File: src/rtl/mips_pkg.sv
// Shared MIPS core definitions.
// Purpose: opcode/funct constants used by the control decoder, the hazard
// controller and the forwarding unit, plus the hazard FSM state encoding.
// Contents:
//   R_FORMAT, J, BEQ, ANDI, LW, SW : primary opcodes (6 bits)
//   FUNCT_JR                       : funct field of jr
//   hz_state_t                     : hazard FSM states RUN/JR_WAIT/FLUSH
//   WD_LAST                        : last JR_WAIT watchdog count before a forced exit
//   is_jr()                        : true when opcode/funct decode to jr
package mips_pkg;

    localparam logic [5:0] R_FORMAT = 6'd0;
    localparam logic [5:0] J        = 6'd2;
    localparam logic [5:0] BEQ      = 6'd4;
    localparam logic [5:0] ANDI     = 6'd12;
    localparam logic [5:0] LW       = 6'd35;
    localparam logic [5:0] SW       = 6'd43;
    localparam logic [5:0] FUNCT_JR = 6'd8;

    typedef enum logic [1:0] {
        RUN     = 2'd0,
        JR_WAIT = 2'd1,
        FLUSH   = 2'd2
    } hz_state_t;

    // The watchdog counts 0,1,2 while in JR_WAIT; a hazard still present on
    // count 2 is the third JR_WAIT cycle, after which RUN is forced.
    localparam logic [1:0] WD_LAST = 2'd2;

    function automatic logic is_jr(input logic [5:0] opcode, input logic [5:0] funct);
        return (opcode == R_FORMAT) && (funct == FUNCT_JR);
    endfunction

endpackage

File: src/rtl/hazard_src_use.sv
// Source-operand usage decoder.
// Purpose: tells whether the instruction in ID actually reads rs and/or rt,
// so hazard and forwarding logic ignore don't-care register fields.
// Ports:
//   opcode : in  6  primary opcode of the instruction
//   use_rs : out 1  instruction reads rs
//   use_rt : out 1  instruction reads rt
// Purely combinational.
module hazard_src_use
    import mips_pkg::*;
(
    input  logic [5:0] opcode,
    output logic       use_rs,
    output logic       use_rt
);

    always_comb begin
        use_rs = 1'b0;
        use_rt = 1'b0;
        case (opcode)
            R_FORMAT, SW, BEQ: begin
                use_rs = 1'b1;
                use_rt = 1'b1;
            end
            LW, ANDI: begin
                use_rs = 1'b1;
            end
            default: begin
                // J and everything else read no register operands.
            end
        endcase
    end

endmodule

File: src/rtl/hazard_ctrl.sv
// Pipeline hazard controller for the 5-stage MIPS core.
// Purpose: detects load-use and jr hazards in ID, requests decoder bubbles,
// freezes PC/IF-ID during stalls and squashes wrong-path work after a
// redirect resolved in MEM. Outputs are combinational (Mealy) from the FSM
// state and the current stage inputs.
// Optional feature: define HAZARD_STATS_EN to add the saturating
// stall_cnt/flush_cnt statistics counters and their ports.
// Ports:
//   clk, rst                     : clock, synchronous active-high reset
//   id_opcode, id_funct          : instruction in ID
//   id_rs, id_rt                 : ID source registers
//   ex_memread, ex_regwrite      : ID/EX control bits
//   ex_dst                       : ID/EX destination register
//   mem_memread, mem_dst         : EX/MEM MemRead and destination
//   mem_redirect                 : taken branch/jump resolved in MEM
//   nop                          : bubble request to the control decoder
//   pc_write, ifid_write         : PC and IF/ID write enables
//   if_flush, idex_flush, exmem_flush : squash the pipeline register
//   stall_cnt, flush_cnt         : statistics (HAZARD_STATS_EN only)
module hazard_ctrl
    import mips_pkg::*;
#(
    parameter int REG_W = 5,
    parameter int CNT_W = 16
) (
    input  logic             clk,
    input  logic             rst,
    input  logic [5:0]       id_opcode,
    input  logic [5:0]       id_funct,
    input  logic [REG_W-1:0] id_rs,
    input  logic [REG_W-1:0] id_rt,
    input  logic             ex_memread,
    input  logic             ex_regwrite,
    input  logic [REG_W-1:0] ex_dst,
    input  logic             mem_memread,
    input  logic [REG_W-1:0] mem_dst,
    input  logic             mem_redirect,
    output logic             nop,
    output logic             pc_write,
    output logic             ifid_write,
    output logic             if_flush,
    output logic             idex_flush,
    output logic             exmem_flush
`ifdef HAZARD_STATS_EN
    ,
    output logic [CNT_W-1:0] stall_cnt,
    output logic [CNT_W-1:0] flush_cnt
`endif
);

    if (CNT_W < 1) begin : g_cnt_w_check
        $error("hazard_ctrl: CNT_W must be at least 1");
    end

    hz_state_t  state_reg;
    logic [1:0] wd_reg;

    logic use_rs;
    logic use_rt;

    hazard_src_use u_src_use (
        .opcode (id_opcode),
        .use_rs (use_rs),
        .use_rt (use_rt)
    );

    // Register 0 is hard-wired, so a read of $0 can never depend on anything.
    logic rs_live;
    logic rt_live;
    assign rs_live = use_rs && (id_rs != '0);
    assign rt_live = use_rt && (id_rt != '0);

    logic load_use;
    assign load_use = ex_memread && (ex_dst != '0) &&
                      ((rs_live && (ex_dst == id_rs)) || (rt_live && (ex_dst == id_rt)));

    // jr resolves its target in ID, so it must wait for an ALU result still
    // in EX or for a load still in MEM (neither is forwardable into ID).
    logic jr_hazard;
    assign jr_hazard = is_jr(id_opcode, id_funct) && (id_rs != '0) &&
                       ((ex_regwrite && (ex_dst == id_rs)) ||
                        (mem_memread && (mem_dst == id_rs)));

    always_comb begin
        nop         = 1'b0;
        pc_write    = 1'b1;
        ifid_write  = 1'b1;
        if_flush    = 1'b0;
        idex_flush  = 1'b0;
        exmem_flush = 1'b0;
        if (rst) begin
            nop         = 1'b1;
            pc_write    = 1'b0;
            ifid_write  = 1'b0;
            if_flush    = 1'b1;
            idex_flush  = 1'b1;
            exmem_flush = 1'b1;
        end else if (mem_redirect) begin
            // Redirect beats any stall; pc_write stays 1 so the target loads.
            if_flush    = 1'b1;
            idex_flush  = 1'b1;
            exmem_flush = 1'b1;
            nop         = (state_reg == FLUSH);
        end else begin
            case (state_reg)
                RUN: begin
                    if (jr_hazard || load_use) begin
                        nop        = 1'b1;
                        pc_write   = 1'b0;
                        ifid_write = 1'b0;
                    end
                end
                JR_WAIT: begin
                    if (jr_hazard) begin
                        nop        = 1'b1;
                        pc_write   = 1'b0;
                        ifid_write = 1'b0;
                    end
                end
                FLUSH: begin
                    // Kill the wrong-path fetch that was already in flight.
                    nop      = 1'b1;
                    if_flush = 1'b1;
                end
                default: begin
                end
            endcase
        end
    end

    always_ff @(posedge clk) begin
        if (rst) begin
            state_reg <= RUN;
            wd_reg    <= 2'd0;
        end else if (mem_redirect) begin
            state_reg <= FLUSH;
            wd_reg    <= 2'd0;
        end else begin
            case (state_reg)
                RUN: begin
                    wd_reg <= 2'd0;
                    if (jr_hazard) begin
                        state_reg <= JR_WAIT;
                    end
                end
                JR_WAIT: begin
                    if (!jr_hazard || (wd_reg == WD_LAST)) begin
                        state_reg <= RUN;
                        wd_reg    <= 2'd0;
                    end else begin
                        wd_reg <= wd_reg + 2'd1;
                    end
                end
                FLUSH: begin
                    state_reg <= RUN;
                    wd_reg    <= 2'd0;
                end
                default: begin
                    state_reg <= RUN;
                    wd_reg    <= 2'd0;
                end
            endcase
        end
    end

`ifdef HAZARD_STATS_EN
    localparam logic [CNT_W-1:0] CNT_MAX = '1;

    always_ff @(posedge clk) begin
        if (rst) begin
            stall_cnt <= '0;
            flush_cnt <= '0;
        end else begin
            if (!pc_write && (stall_cnt != CNT_MAX)) begin
                stall_cnt <= stall_cnt + CNT_W'(1);
            end
            if (exmem_flush && (flush_cnt != CNT_MAX)) begin
                flush_cnt <= flush_cnt + CNT_W'(1);
            end
        end
    end
`endif

endmodule

File: config.mk
export PLATFORM = sky130hd
export DESIGN_NAME = hazard_ctrl
export DESIGN_NICKNAME = d
export VERILOG_FILES = /design/src/rtl/mips_pkg.sv /design/src/rtl/hazard_src_use.sv /design/src/rtl/hazard_ctrl.sv
export SDC_FILE = /design/constraint.sdc
export NUM_CORES = 1
export LEC_CHECK = 0
export CORE_MARGIN = 4
export CORE_UTILIZATION = 30
export DETAILED_ROUTE_END_ITERATION = 16
export PLACE_DENSITY_LB_ADDON = 0.05
export SLEW_MARGIN = 15
export SYNTH_ARGS = -nofsm -noshare
export SYNTH_HDL_FRONTEND = slang
export SYNTH_SLANG_ARGS = --single-unit
File: constraint.sdc
create_clock -name clk -period 2.8 [get_ports clk]
set_clock_uncertainty 0.15 [all_clocks]
set_input_delay 0.56 -clock clk [delete_from_list [all_inputs] [get_ports clk]]
set_output_delay 0.56 -clock clk [all_outputs]
set_load 0.005 [all_outputs]
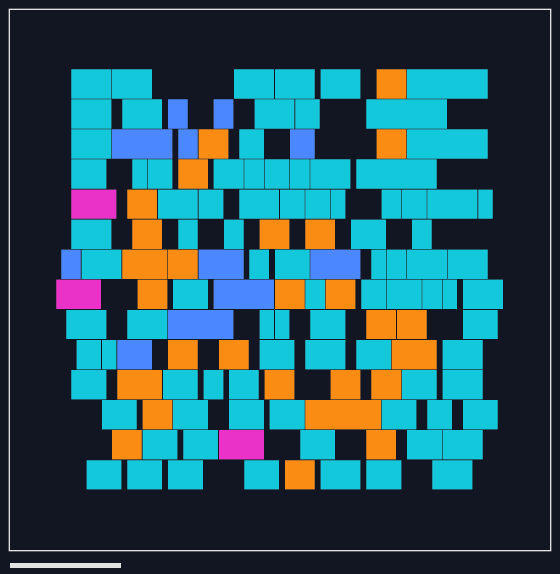
run_1/sizing.png
Bar = 10 µm.
size	colour	cells	share	most used
x2	blue	11	8.5%	buf_2
x3 and x4	orange	27	21%	buf_4
x1 and smaller	cyan	89	68%	clkdlybuf4s50_1
x6 and larger	magenta	3	2.3%	buf_6

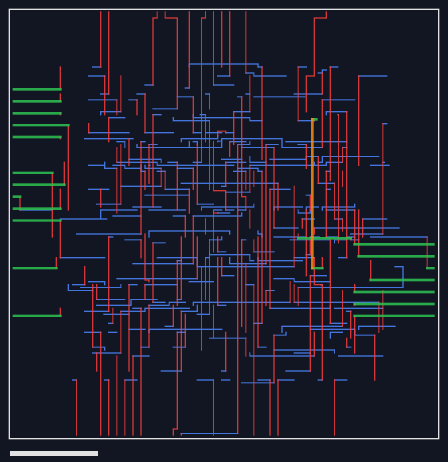
run_1/layers.png
Bar = 10 µm.
layer	colour	wire length
M3	green	119 µm
M2	red	906 µm
M4	orange	17.0 µm
M1	blue	666 µm

==> impl_metrics.csv, run 1 <==
group,metric,value,unit
run_status,status,"finished clean",
detailed_routing,via_per_inst,4.84,
worst_setup_path,critPathCapture,"pc_write",
layout,syn_to_final_growth,126,%
final_timing,post-route-period-util,0.972,
clocking,cts_tree,"done",
power_and_ir_drop,p_sw_frac,0.258,
logic_synthesis,synthArstFlopShare,0,
logic_synthesis,yosys.area_share.simple,0.425,
power_and_ir_drop,maxPowerGroup,"combinational logic",
logic_synthesis,ys_seq_elements,4,
clocking,worstSkewPairLatency,0.24,ns
logic_synthesis,edf_count,0,
power_and_ir_drop,p_seq_frac,0.228,
placement,gp_congestion,0.756,
min_path,hold_depth,1,
detailed_routing,wl_per_cell,11.7,µm
clocking,cts.sinks,4,
layout,logic_area,448,µm²
final_timing,drv_slew,0,
grt,grt_pass1_wl,2850,µm
layout,fin_cells,146,
power_and_ir_drop,powerSeq,0.0588,mW
clocking,ctsRootBufferMaster,"clkbuf_4",
worst_setup_path,crit_type,"in -> out",
power_and_ir_drop,pg_clk,0.0719,mW
grt,grt_max_degree,5,
final_timing,layout_setup_ws,0.0777,ns
worst_setup_path,path_max_fanout,2,
worst_setup_path,arrival,2.01,ns
power_and_ir_drop,p_sw,0.0665,mW
placement,dp_cells,141,
final_timing,setup_violations,0,
grt,grt_use_total,0.148,
clocking,cts_hold_buffers,0,
min_path,min_path_type,"reg -> reg",
final_timing,hold_ws,0.287,ns
placement,dp_hpwl,1510,µm
logic_synthesis,ys_area,500,µm²
worst_setup_path,r2r.worst_path.cells,6,
placement,pre_cts_slack,-0.609,ns
layout,clk_share,0.0199,
min_path,min_to,"wd_reg[0]",
floorplan,taps,16,
floorplan,chip_area,2390,µm²
grt,grt_pass1_vias,679,
power_and_ir_drop,ir_drop,0.131,mV
power_and_ir_drop,pwr-share-clk,0.279,
layout,drive_above_1_share,0.315,
power_and_ir_drop,pg_comb,0.127,mW
logic_synthesis,ys_sh_mux,0,
floorplan,io_pins,44,
floorplan,core,1540,µm²
floorplan,die_h,48.8,µm
detailed_routing,final_antenna_net_count,0,
worst_setup_path,crit_required,2.09,ns
detailed_routing,wl,1710,µm
layout,nonClkBufAreaFrac,0.493,
final_timing,maxSlewHeadroom,0.850,
logic_synthesis,ys_cells,65,
logic_synthesis,netlist_area,500,µm²
worst_setup_path,worst_setup_path_end_kind,"output port",
layout,fin_util,0.735,
clocking,clock_path_buffers,2,
layout,seq_cells,4,
worst_setup_path,worstReg2RegStart,"state_reg[1]",
worst_setup_path,startpoint,"id_opcode[5]",
power_and_ir_drop,p_per_area,228,nW/µm²
layout,clockBufferCount,3,
grt,grt_antenna_before_repair,0,
logic_synthesis,ys_warn_count,0,
min_path,worstHoldStart,"wd_reg[0]",
logic_synthesis,aoi_share,0.108,
floorplan,initial_core_util,0.325,
layout,n_antenna_cell,0,
clocking,path_clk_slew,0.04,ns
logic_synthesis,syn-num-nets,104,
clocking,cts_buffers,3,
placement,placed_area,1080,µm²
logic_synthesis,dominantRegCellSynth,"dfxtp_1",
clocking,htreeDepth,1,
detailed_routing,drc,0,
final_timing,grt_setup_unrepaired,"true",
logic_synthesis,avgSynthCellArea,7.70,µm²
placement,numPortBuffers,43,
grt,grt_overflow_total,0,
power_and_ir_drop,finalPower,0.258,mW
final_timing,tns,0,ns
layout,nNonClkInverters,1,
worst_setup_path,startpoint_type,"input port",
run,tool_warnings,27,
layout,nNonClkBuffers,64,
run,drv_cap,0,
final_timing,hold_violations,0,
power_and_ir_drop,power_leakage,0.455,nW
final_timing,fin_crit,2.72,ns
layout,sh_comb_area,0.396,
power_and_ir_drop,p_comb_frac,0.493,
layout,final_cell_area,1130,µm²
layout,seq_area,80.1,µm²
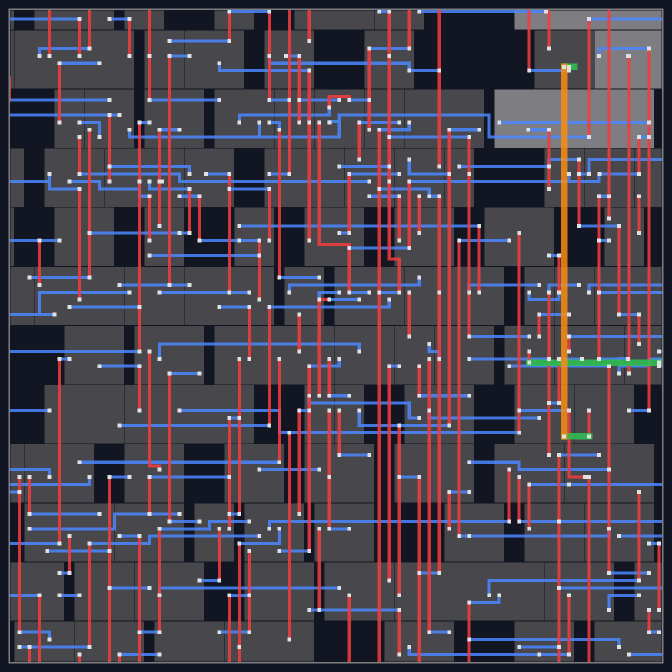
run_1/closeup.png
Window x 9 to 39, y 9 to 39 µm. Cells in grey, sequential cells in the stronger grey; small squares are vias.
layer	colour
M2	red
M4	orange
M3	green
M1	blue
sequential cells in the window	1
most frequent	buf_4 (19), xnor2_1 (11), dlygate4sd2_1 (5)
netlist names of flops here include	state_reg (1)
cells with their middle in the window	86

run 1: layout by cell type, fill, tap and decap left out, types with 2 or more instances in the layout:
cell and count:
nand2b_1 4, nand3_1 4, buf_6 3, nand2_1 4, nor3_1 3, xnor2_1 12, buf_4 20, clkdlybuf4s50_1 21
clkdlybuf4s15_1 3, clkbuf_4 3, dfxtp_1 4, nor4_1 3, dlygate4sd2_1 13, a21oi_1 3, nor4b_2 2, or4_4 3
nor2_1 3, buf_2 3
run 1: synthesized netlist by cell type (2+ instances only):
| master | count | area share |
|---|---|---|
| a21oi_1 | 4 | 0.040 |
| buf_4 | 2 | 0.030 |
| dfxtp_1 | 4 | 0.16 |
| nand2_1 | 4 | 0.030 |
| nand2b_1 | 4 | 0.050 |
| nand3_1 | 4 | 0.040 |
| nor2_1 | 3 | 0.022 |
| nor3_1 | 3 | 0.030 |
| nor4_1 | 4 | 0.050 |
| nor4b_1 | 2 | 0.035 |
| or4_1 | 3 | 0.045 |
| xnor2_1 | 13 | 0.23 |
run 1: critical path, stage by stage:
cell	delay, ns
buf_6	0.09
or4_4	0.52
a21boi_2	0.17
nor4b_2	0.23
o21ai_1	0.10
o21a_1	0.21
buf_2	0.12
run 1: timing repair:
item | CTS | global route
cloned | 0 | 0
setup endpoints to repair | 3 | 3
pin swaps | 12 | 3
endpoints found under the hold margin | 0 | 0
buffers inserted | 3 | 0
resized | 49 | 5
run 1: per-layer routing:
layer | vias to the layer above | global-route usage | wire, µm
met1 | 306 | 0.161 | 665
met5 | - | 0 | 0
li1 | 375 | - | -
met4 | 0 | 0.0673 | 17
met2 | 23 | 0.263 | 905
met3 | 2 | 0.0398 | 118
==> run 2, diff against run 1 <==
--- a/config.mk
+++ b/config.mk
@@ -8,6 +8,7 @@
 export CORE_MARGIN = 4
 export CORE_UTILIZATION = 30
 export DETAILED_ROUTE_END_ITERATION = 16
+export MAX_ROUTING_LAYER = met4
 export PLACE_DENSITY_LB_ADDON = 0.05
 export SLEW_MARGIN = 15
 export SYNTH_ARGS = -nofsm -noshare
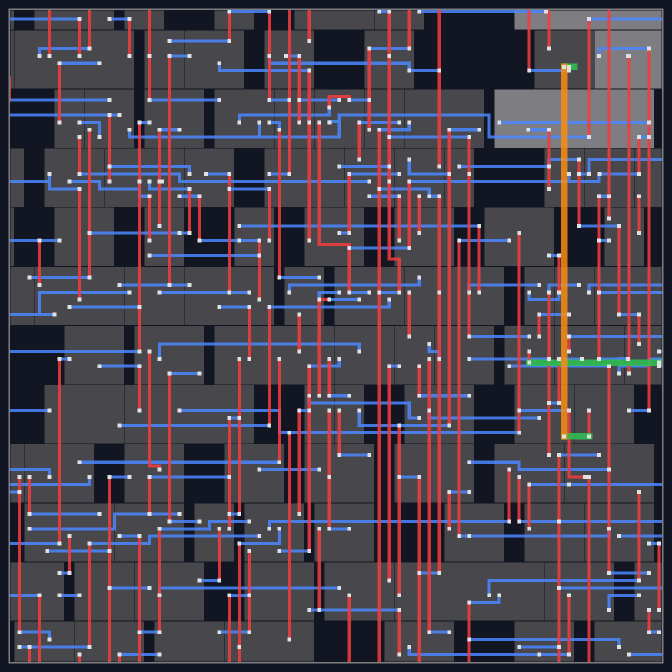
run_2/closeup.png
Window x 9 to 39, y 9 to 39 µm. Cells in grey, sequential cells in the stronger grey; small squares are vias.
layer	colour
M3	green
M2	red
M1	blue
M4	orange
netlist names of flops here include	state_reg (1)
cells with their middle in the window	86
most frequent	buf_4 (19), xnor2_1 (11), dlygate4sd2_1 (5)
sequential cells in the window	1

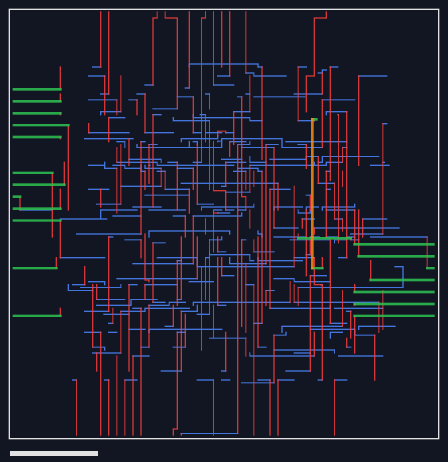
run_2/layers.png
Bar = 10 µm.
layer	colour	wire length
M3	green	119 µm
M2	red	906 µm
M4	orange	17.0 µm
M1	blue	666 µm

==> impl_metrics.csv, run 2 <==
group,metric,value,unit
run_status,status,"finished clean",
final_timing,hold_violations,0,
logic_synthesis,yosys-top-cells-area,"xnor2_1 (23%), dfxtp_1 (16%), nand2b_1 (5.0%)",
logic_synthesis,syn-num-nets,104,
min_path,min_path_type,"reg -> reg",
grt,grt_max_degree,5,
clocking,cts.sinks,4,
power_and_ir_drop,pg_comb,0.127,mW
worst_setup_path,worstReg2RegStart,"state_reg[1]",
worst_setup_path,startpoint_type,"input port",
layout,lay_top_count,"clkdlybuf4s50_1",
logic_synthesis,yosysSeqAreaShare,0.160,
detailed_routing,final_antenna_net_count,0,
detailed_routing,drc,0,
power_and_ir_drop,maxPowerGroup,"combinational logic",
placement,numPortBuffers,43,
logic_synthesis,synthArstFlopShare,0,
logic_synthesis,edf_count,0,
logic_synthesis,ys_area,500,µm²
layout,syn_to_final_growth,126,%
placement,dp_cells,141,
layout,fin_cells,146,
placement,dp_hpwl,1510,µm
detailed_routing,wl_per_cell,11.7,µm
grt,grt_pass1_vias,679,
worst_setup_path,arrival,2.01,ns
floorplan,die_h,48.8,µm
final_timing,setup_violations,0,
power_and_ir_drop,p_sw,0.0665,mW
logic_synthesis,ys_cells,65,
detailed_routing,dr.pass1.iters,4,
clocking,worstSkewPairLatency,0.24,ns
run,drv_cap,0,
detailed_routing,wl,1710,µm
power_and_ir_drop,finalPower,0.258,mW
power_and_ir_drop,pg_clk,0.0719,mW
clocking,cts_tree,"done",
worst_setup_path,crit_required,2.09,ns
grt,grt_pass1_wl,2850,µm
power_and_ir_drop,pwr-share-clk,0.279,
final_timing,post-route-period-util,0.972,
floorplan,io_pins,44,
clocking,cts_hold_buffers,0,
clocking,ctsRootBufferMaster,"clkbuf_4",
run,tool_warnings,27,
worst_setup_path,path_max_fanout,2,
min_path,hold_depth,1,
layout,final_cell_mix,"clkdlybuf4s50_1 (21), buf_4 (20), dlygate4sd2_1 (13)",
logic_synthesis,netlist_area,500,µm²
placement,placed_area,1080,µm²
clocking,postCtsResizedCells,49,
worst_setup_path,r2r_setup_slack,1.18,ns
worst_setup_path,r2r.worst_path.cells,6,
grt,grt_overflow_total,0,
layout,n_antenna_cell,0,
power_and_ir_drop,powerSeq,0.0588,mW
grt,grt_antenna_before_repair,0,
clocking,cts_buffers,3,
final_timing,grt_setup_unrepaired,"true",
logic_synthesis,dominantRegCellSynth,"dfxtp_1",
power_and_ir_drop,p_int,0.192,mW
power_and_ir_drop,ir_drop,0.131,mV
floorplan,initial_core_util,0.325,
final_timing,layout_setup_ws,0.0777,ns
worst_setup_path,worst_setup_path_end_kind,"output port",
detailed_routing,via_per_inst,4.84,
placement,gp_congestion,0.766,
grt,grt_use_total,0.152,
min_path,worstHoldStart,"wd_reg[0]",
logic_synthesis,most_common_cell,"xnor2_1",
clocking,cts_setup_buffers,3,
logic_synthesis,yosysTopAreaCell,"xnor2_1",
clocking,path_clk_slew,0.04,ns
placement,pre_cts_slack,-0.609,ns
power_and_ir_drop,p_comb_frac,0.493,
logic_synthesis,netlist.area_leader.share,0.228,
power_and_ir_drop,p_sw_frac,0.258,
logic_synthesis,avgSynthCellArea,7.70,µm²
logic_synthesis,ys_warn_count,0,
worst_setup_path,crit_type,"in -> out",
min_path,min_to,"wd_reg[0]",
logic_synthesis,ys_seq_elements,4,
final_timing,maxSlewHeadroom,0.850,
power_and_ir_drop,p_seq_frac,0.228,
detailed_routing,drtIter0Drc,6,
clocking,htreeDepth,1,
logic_synthesis,synth_cells,65,
clocking,clock_path_buffers,2,
final_timing,tightest_slew,0.222,ns
final_timing,fin_crit,2.72,ns
final_timing,drv_slew,0,
power_and_ir_drop,power_leakage,0.455,nW
power_and_ir_drop,p_per_area,228,nW/µm²
layout,final_cell_area,1130,µm²
floorplan,core,1540,µm²
layout,drive_above_1_share,0.315,
floorplan,chip_area,2390,µm²
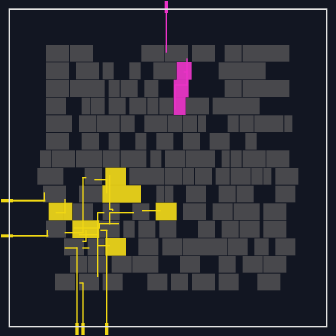
run_2/port_trees.png
port	colour	direction	end cells	buffers	wire
rst	magenta	input	3	1	16.4 µm
id_rt	yellow	input	7	9	107 µm

-- run 2: cell counts in the layout (fill, tap and decap cells not counted) --
Identical to the previous run, type by type.
-- run 2: worst max-delay path by stage --
stage / start / to / slack [ns] / depth (start not counted)
floorplan: id_opcode[0] / pc_write / 0.18 / 6
global placement: id_rs[0] / ifid_write / -0.59 / 7
detailed placement: id_opcode[1] / pc_write / -0.61 / 7
CTS: id_rs[2] / nop / 0.01 / 7
global route: id_opcode[5] / ifid_write / -0.02 / 7
finish: id_opcode[5] / pc_write / 0.08 / 7
-- run 2: final cells by class --
class                   count  area (µm²)
clock buffers               3        22.5
fillers                   147         409
inverters                   1        3.75
multi-input cells          58         448
flip-flops and latches      4        80.1
well taps                  16        20.0
repair buffers             64         558
-- run 2: layer usage --
| metal | vias to the layer above | share of wire | global-route usage |
|---|---|---|---|
| li1 | 375 | - | - |
| met2 | 23 | 0.53 | 0.263 |
| met3 | 2 | 0.069 | 0.0398 |
| met5 | - | 0 | - |
| met1 | 306 | 0.39 | 0.161 |
| met4 | 0 | 0.010 | 0.0673 |
-- run 2: critical path, stage by stage --
cell	delay (ns)
buf_6	0.09
or4_4	0.52
a21boi_2	0.17
nor4b_2	0.23
o21ai_1	0.10
o21a_1	0.21
buf_2	0.12
-- run 2: logic make-up (layout without fill, tap and decap cells) --
family,count (synthesis),after routing,share of synthesized area
compound gates,9,9,0.108
flops,4,4,0.160
fa+ha+maj,1,1,0.0250
xor+xnor,14,14,0.245
simple gates,34,34,0.425
buf+inv,3,68,0.0375
-- run 2: stage by stage --
stage                     hold slack (ns)   util  TNS, ns
after detailed placement            0.293  0.700    -1.78
after floorplan                     0.250      -        0
after CTS                           0.298  0.722        0
final                               0.287  0.735        0
after global routing                0.314  0.735  -0.0334
after global placement              0.259  0.700    -1.73
run_2/sizing.png
Bar = 10 µm.
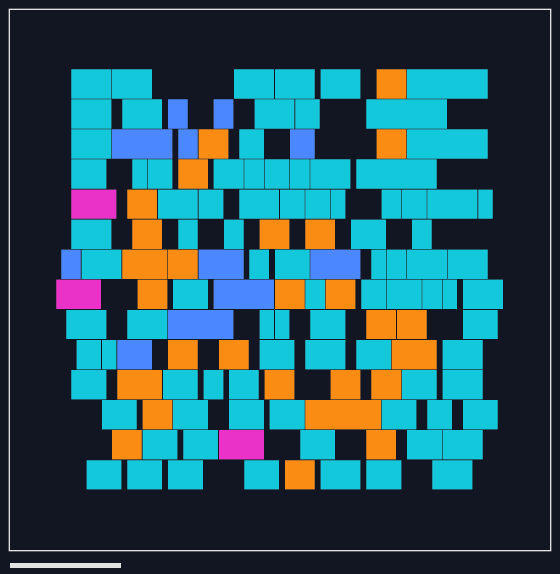

==> run 3, diff against run 2 <==
--- a/config.mk
+++ b/config.mk
@@ -7,6 +7,7 @@
 export LEC_CHECK = 0
 export CORE_MARGIN = 4
 export CORE_UTILIZATION = 30
+export CTS_BUF_LIST = sky130_fd_sc_hd__clkbuf_8 sky130_fd_sc_hd__clkbuf_16
 export DETAILED_ROUTE_END_ITERATION = 16
 export MAX_ROUTING_LAYER = met4
 export PLACE_DENSITY_LB_ADDON = 0.05
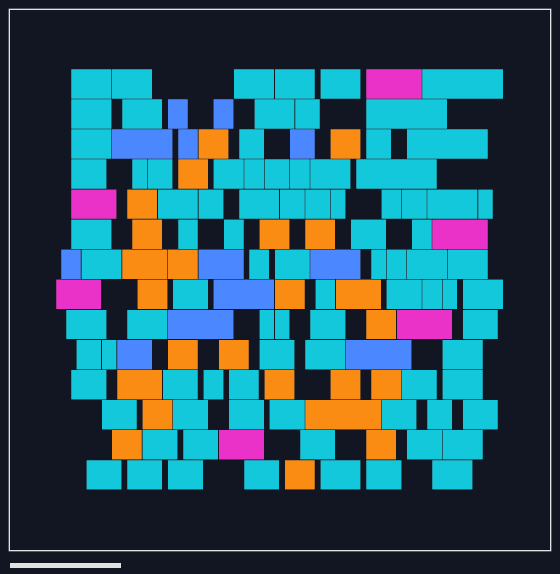
run_3/sizing.png
Bar = 10 µm.
size	colour	cells	share
x3 and x4	orange	24	18%
x1 and smaller	cyan	88	68%
x2	blue	12	9.2%
x6 and larger	magenta	6	4.6%

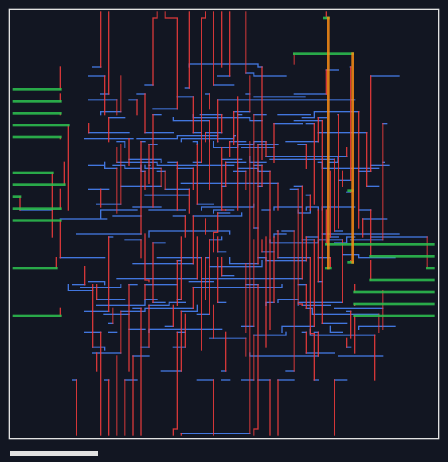
run_3/layers.png
Bar = 10 µm.
layer	colour	wire length
M1	blue	667 µm
M2	red	945 µm
M4	orange	52.4 µm
M3	green	121 µm

==> impl_metrics.csv, run 3 <==
group,metric,value,unit
run_status,status,"finished clean",
placement,placed_area,1080,µm²
placement,numPortBuffers,43,
worst_setup_path,crit_type,"in -> out",
min_path,min_path_type,"reg -> reg",
detailed_routing,dr.pass1.iters,3,
detailed_routing,vias,708,
grt,grt_use_total,0.161,
detailed_routing,drtIter0Drc,3,
power_and_ir_drop,power_leakage,0.469,nW
layout,fin_cells,146,
logic_synthesis,netlist.area_leader.share,0.228,
final_timing,grt_setup_unrepaired,"true",
floorplan,io_pins,44,
worst_setup_path,crit_family,"simple AND/OR/NAND/NOR gates",
detailed_routing,drc,0,
worst_setup_path,critical_path_buf_inv_count,2,
layout,fin_nets,171,
layout,final_cell_mix,"clkdlybuf4s50_1 (21), buf_4 (20), dlygate4sd2_1 (13)",
run,tool_warnings,27,
floorplan,rows,14,
clocking,path_clk_slew,0.03,ns
worst_setup_path,worst_setup_path_end_kind,"output port",
worst_setup_path,worst_path_largest_cell_delay,0.52,ns
detailed_routing,via_per_inst,4.85,
final_timing,maxSlewHeadroom,0.850,
layout,lay_top_count,"clkdlybuf4s50_1",
final_timing,fmax,0.367,GHz
placement,dp_hpwl,1510,µm
power_and_ir_drop,finalPower,0.308,mW
power_and_ir_drop,p_per_area,266,nW/µm²
power_and_ir_drop,ir_drop,0.160,mV
worst_setup_path,crit_required,2.09,ns
clocking,cts_hold_buffers,0,
worst_setup_path,startpoint_type,"input port",
placement,dp_cells,141,
clocking,cts_setup_buffers,3,
run,drv_cap,0,
grt,grt_overflow_total,0,
logic_synthesis,edf_count,0,
logic_synthesis,ys_cells,65,
logic_synthesis,netlist_area,500,µm²
grt,grt_max_degree,5,
detailed_routing,wl,1780,µm
logic_synthesis,synthArstFlopShare,0,
worst_setup_path,crit_path_cell_trace,"buf_6 > or4_4 > a21boi_2 > nor4b_2 > o21ai_1 > o21a_1 > buf_2",
logic_synthesis,dominantRegCellSynth,"dfxtp_1",
placement,gp_congestion,0.766,
logic_synthesis,syn-num-nets,104,
layout,drive_above_1_share,0.323,
worst_setup_path,arrival,2.01,ns
logic_synthesis,ys_warn_count,0,
final_timing,hold_violations,0,
floorplan,die_h,48.8,µm
logic_synthesis,ys_seq_elements,4,
final_timing,setup_violations,0,
logic_synthesis,yosysSeqAreaShare,0.160,
grt,grt_pass1_vias,684,
final_timing,hold_ws,0.285,ns
detailed_routing,wl_per_cell,12.2,µm
floorplan,initial_core_util,0.325,
grt,grt_antenna_before_repair,0,
logic_synthesis,ys_types,27,
logic_synthesis,yosys-top-cells-area,"xnor2_1 (23%), dfxtp_1 (16%), nand2b_1 (5.0%)",
clocking,cts_tree,"done",
clocking,htreeDepth,1,
clocking,cts_buffers,3,
logic_synthesis,ys_area,500,µm²
clocking,postCtsResizedCells,49,
final_timing,fin_crit,2.72,ns
layout,n_antenna_cell,0,
floorplan,chipWidth,48.8,µm
worst_setup_path,path_max_fanout,2,
logic_synthesis,most_common_cell,"xnor2_1",
clocking,worstSkewPairLatency,0.22,ns
logic_synthesis,yosysTopAreaCell,"xnor2_1",
layout,syn_to_final_growth,131,%
floorplan,chip_area,2390,µm²
worst_setup_path,cp_slowest_cell,"or4_4",
layout,final_cell_area,1160,µm²
clocking,clock_path_buffers,2,
final_timing,tightest_slew,0.222,ns
final_timing,drv_slew,0,
logic_synthesis,avgSynthCellArea,7.70,µm²
floorplan,core,1540,µm²
clocking,ctsRootBufferMaster,"clkbuf_8",
grt,grt_pass1_wl,2930,µm
logic_synthesis,synth_cells,65,
final_timing,post-route-period-util,0.972,
detailed_routing,final_antenna_net_count,0,
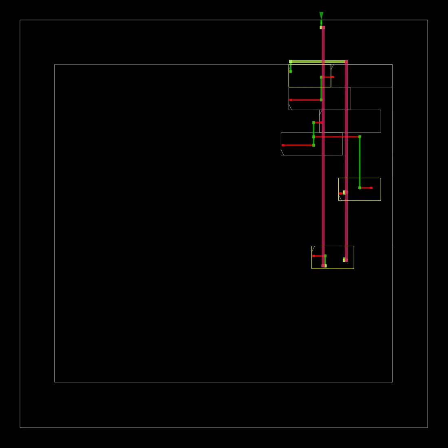
run_3/clock_nets.png
clk pwr: 0.120 mW
CTS sink cnt: 4

run 3: cell counts after synthesis:
Identical to the previous run, type by type.
run 3: cell families after synthesis:
| kind of cell | share of synthesized area |
|---|---|
| compound gates | 0.108 |
| xor+xnor | 0.245 |
| fa+ha+maj | 0.0250 |
| buf+inv | 0.0375 |
| flops | 0.160 |
| simple gates | 0.425 |
run 3: per-stage QoR:
stage / setup TNS [ns] / util / setup WS (ns)
after global placement: -1.73 / 0.700 / -0.588
after floorplan: 0 / - / 0.177
after CTS: 0 / 0.735 / 0.0235
final: 0 / 0.752 / 0.0778
after detailed placement: -1.78 / 0.700 / -0.609
after global routing: -0.0631 / 0.752 / -0.0317
run 3: cell type report:
| cell class | count | area [µm²] |
|---|---|---|
| inverter | 1 | 3.75 |
| sequential | 4 | 80.1 |
| clock buffer | 3 | 41.3 |
| timing repair buffer | 64 | 558 |
| multi-input combinational | 58 | 455 |
| fill | 143 | 383 |
| tap | 16 | 20.0 |
run 3: routing by layer:
metal,up-vias,wire length [µm],global-route usage
met5,-,0,-
li1,371,-,-
met1,308,666,0.163
met3,5,120,0.0306
met2,24,944,0.276
met4,0,52,0.108
run 3: power by group:
part           switching, mW  internal [mW]  leakage, nW
clock network         0.0284         0.0915       0.0216
registers           0.000759         0.0582       0.0325
logic                 0.0431         0.0864        0.415
run 3: final timing paths:
path / from / to / slack (ns) / cells past startpoint
worst min register to register: wd_reg[0] / wd_reg[0] / 0.29 / 1
worst max-delay path: id_opcode[5] / pc_write / 0.08 / 7
worst min-delay path: wd_reg[0] / wd_reg[0] / 0.29 / 1
worst max register to register: state_reg[1] / wd_reg[1] / 1.18 / 6
Power is estimated from default activity; no workload was simulated.
